### config.mk
export PLATFORM = sky130hd
export DESIGN_NAME = decode_feed_ctrl
export DESIGN_NICKNAME = d
export VERILOG_FILES = /design/src/rtl/decode_feed_ctrl.sv
export SDC_FILE = /design/constraint.sdc
export NUM_CORES = 1
export LEC_CHECK = 0
export CAP_MARGIN = 15
export CELL_PAD_IN_SITES_DETAIL_PLACEMENT = 1
export CELL_PAD_IN_SITES_GLOBAL_PLACEMENT = 2
export CORE_MARGIN = 2
export CORE_UTILIZATION = 47
export DETAILED_ROUTE_END_ITERATION = 16
export DONT_BUFFER_PORTS = 1
export HOLD_SLACK_MARGIN = 0.03
export PLACE_DENSITY = 0.79
export SYNTH_ARGS = -nofsm -noshare
export SYNTH_HDL_FRONTEND = slang
export SYNTH_SLANG_ARGS = --single-unit
### constraint.sdc
create_clock -name clk -period 5.8 [get_ports clk]
set_clock_uncertainty 0.05 [all_clocks]
set_input_delay 1.16 -clock clk [delete_from_list [all_inputs] [get_ports clk]]
set_output_delay 1.16 -clock clk [all_outputs]
set_load 0.01 [all_outputs]
### src/rtl/decode_feed_ctrl.sv
// Fetch-bundle queue feeding the Divider: left-aligned head bundle with partial consume.
// Optional STALL_CNT_EN adds a saturating counter of cycles where valid slots are offered but none are taken.
module decode_feed_ctrl #(
    parameter int unsigned DEPTH    = 4,
    parameter logic [15:0] NOP_INST = 16'h0000
) (
    input  logic                     clk,
    input  logic                     rst_n,
    input  logic                     flush,
    input  logic                     fetch_valid,
    input  logic [63:0]              fetch_bundle,
    input  logic [3:0]               fetch_mask,
    output logic                     fetch_ready,
    output logic [63:0]              div_inst_out,
    output logic [3:0]               div_slot_vld,
    input  logic [2:0]               take_cnt,
    output logic [$clog2(DEPTH):0]   occupancy
`ifdef STALL_CNT_EN
    ,
    output logic [15:0]              stall_cnt
`endif
);

    localparam int unsigned AW = $clog2(DEPTH);
    localparam int unsigned CW = AW + 1;
    localparam logic [CW-1:0] FULL = CW'(DEPTH);

    logic [63:0]   r_data [DEPTH];
    logic [3:0]    r_mask [DEPTH];
    logic [AW-1:0] r_rd_ptr, r_wr_ptr;
    logic [CW-1:0] r_count;
    logic [1:0]    r_hs;

    logic [AW-1:0] w_rd_ptr_nxt, w_wr_ptr_nxt;
    logic [CW-1:0] w_count_nxt;
    logic [1:0]    w_hs_nxt;
    logic [63:0]   w_shift;
    logic [2:0]    w_avail, w_take;
    logic          w_enq, w_pop, w_adv, w_empty;

    assign fetch_ready = (r_count < FULL);
    assign occupancy   = r_count;
    assign w_empty     = (r_count == '0);

    // Head presentation: consumed slots shifted out, vacated and invalid slots read as NOP.
    always_comb begin
        w_shift      = r_data[r_rd_ptr] << {r_hs, 4'b0000};
        div_slot_vld = w_empty ? 4'b0000 : 4'(r_mask[r_rd_ptr] << r_hs);
        div_inst_out = {4{NOP_INST}};
        for (int s = 0; s < 4; s++) begin
            if (div_slot_vld[3-s]) div_inst_out[63-16*s -: 16] = w_shift[63-16*s -: 16];
        end
        w_avail = 3'(div_slot_vld[0]) + 3'(div_slot_vld[1])
                + 3'(div_slot_vld[2]) + 3'(div_slot_vld[3]);
    end

    // Next-state: flush dominates; over-large take is clamped to what is offered.
    always_comb begin
        w_rd_ptr_nxt = r_rd_ptr;
        w_wr_ptr_nxt = r_wr_ptr;
        w_count_nxt  = r_count;
        w_hs_nxt     = r_hs;
        w_take       = (take_cnt > w_avail) ? w_avail : take_cnt;
        w_enq        = fetch_valid && fetch_ready && !flush && (fetch_mask != 4'b0000);
        w_pop        = !flush && (w_avail != 3'd0) && (w_take == w_avail);
        w_adv        = !flush && (w_take != 3'd0) && (w_take < w_avail);
        if (flush) begin
            w_rd_ptr_nxt = '0;
            w_wr_ptr_nxt = '0;
            w_count_nxt  = '0;
            w_hs_nxt     = '0;
        end else begin
            if (w_enq) w_wr_ptr_nxt = r_wr_ptr + AW'(1);
            if (w_pop) begin
                w_rd_ptr_nxt = r_rd_ptr + AW'(1);
                w_hs_nxt     = '0;
            end else if (w_adv) begin
                w_hs_nxt = r_hs + 2'(w_take);
            end
            case ({w_enq, w_pop})
                2'b10:   w_count_nxt = r_count + CW'(1);
                2'b01:   w_count_nxt = r_count - CW'(1);
                default: w_count_nxt = r_count;
            endcase
        end
    end

    always_ff @(posedge clk or negedge rst_n) begin
        if (!rst_n) begin
            r_rd_ptr <= '0;
            r_wr_ptr <= '0;
            r_count  <= '0;
            r_hs     <= '0;
        end else begin
            r_rd_ptr <= w_rd_ptr_nxt;
            r_wr_ptr <= w_wr_ptr_nxt;
            r_count  <= w_count_nxt;
            r_hs     <= w_hs_nxt;
        end
    end

    // Storage needs no reset: empty entries are never presented.
    always_ff @(posedge clk) begin
        if (w_enq) begin
            r_data[r_wr_ptr] <= fetch_bundle;
            r_mask[r_wr_ptr] <= fetch_mask;
        end
    end

`ifdef STALL_CNT_EN
    logic [15:0] r_stall_cnt;
    assign stall_cnt = r_stall_cnt;

    always_ff @(posedge clk or negedge rst_n) begin
        if (!rst_n) begin
            r_stall_cnt <= '0;
        end else if ((div_slot_vld != 4'b0000) && (take_cnt == 3'd0) && (r_stall_cnt != 16'hFFFF)) begin
            r_stall_cnt <= r_stall_cnt + 16'd1;
        end
    end
`endif

endmodule

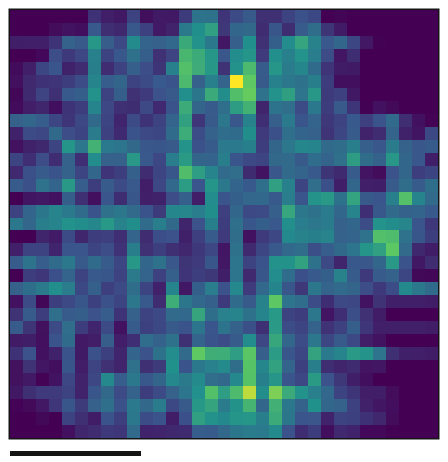
*Routed metal per tile*
Scale bar: 50 µm. 33 x 33 tiles, from dark purple (low) to yellow (high), scaled to the fullest tile. Values are wire area over tile area, all layers added.
The mean over all tiles is 0.17. 9.2% of the tiles are over half the peak. The densest ninth of the die: south. The fullest tile reaches 0.64. 9.8% of the tiles are nearly empty.

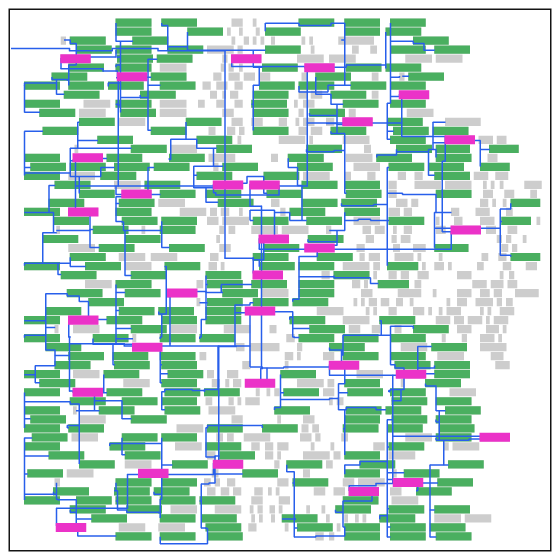
*Clock distribution*
clock wires: shown in blue, length 3,180 µm. flip-flops: shown in green, count 281. clock drivers: shown in magenta, count 30.
There are 31 routed clock nets. Position of the flops: all over the die.

==> out/metrics.cfg <==
[timing]
worstMarginPinSlew_ps=1120
period_used_share=0.944
timing.slew.headroom=0.250
worst_hold_slack_ps=248
worst_slack_ps=323
setup_violations=0

[clock_tree]
clk_path_buf_depth=3
insertion_delay_ps=550
hold_buffers=0
htreeDepth=1
cts-root-buf=clkbuf_16

[pwr]
p_comb_frac=0.290
p_per_area_nw_per_um2=448
clock_power_mw=1.82
p_seq_mw=2.38
total_power_mw=5.92
p_seq_frac=0.403
vdd_drop_max_uv=260
clkPwrFrac=0.308

[synth]
yosysTopAreaCell=edfxtp_1
yosysWarnings=0
logic_family=multiplexers
async_reset_ff_frac=0.0320
area_leaders=edfxtp_1, mux4_2, mux2i_1
synthTopCellsByCount=edfxtp_1, mux4_2, nor2_1
syn_avg_cell_area_um2=18.4

[setup_path]
cp-start-kind=flip-flop
critPathCapture=occupancy[2]$_DFFE_PN0P_
critical_path_class=reg -> reg

[routing]
detail_route.wl_per_cell_um=27.1
antenna_left=0
routed_wl_um=27300

[finish]
layout-drive-gt1-share=0.226
final_nets=743
design_area_um2=13200
nClkBuffers=36

[global_routing]
overflow=0
grt_pass1_wl_um=41000

[run_status]
status=finished clean

[place]
dp_slack_ps=-145
place_congestion=0.867

[floorplanning]
num_rows=58

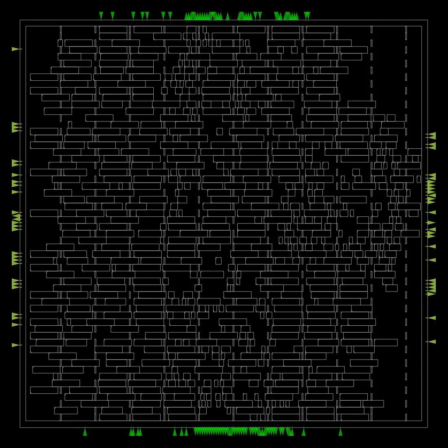
*Placed standard cells*
core area: 25,000 µm²
Seq/total area: 0.636
seq_cells: 281
utilization after layout: 0.529
number of fill cells in the layout: 2,264

## worst max-delay path: stages (launching register included)
cell and delay (ps):
dfrtp_4 480, mux4_2 510, nor2b_1 150, a211oi_1 230
a211o_1 180, fa_1 430, inv_1 90, ha_1 150
ha_1 220, inv_1 100, ha_1 330, a31oi_2 240
a32o_2 240, mux2_2 360, ha_1 330, nand4_1 130
nor3_1 90, fa_1 470, nor4_1 320, a31oi_1 90
a21oi_1 200
## metal layers
layer,wire length (µm),GRT usage
met5,0,0
met4,680,0.0623
met3,2100,0.0652
met2,13300,0.334
met1,11200,0.272
## state kept, by name (all words and copies together) (netlist names)
name       cells
occupancy      3
r_rd_ptr       2
r_mask        16
r_hs           2
r_wr_ptr       2
r_data       256
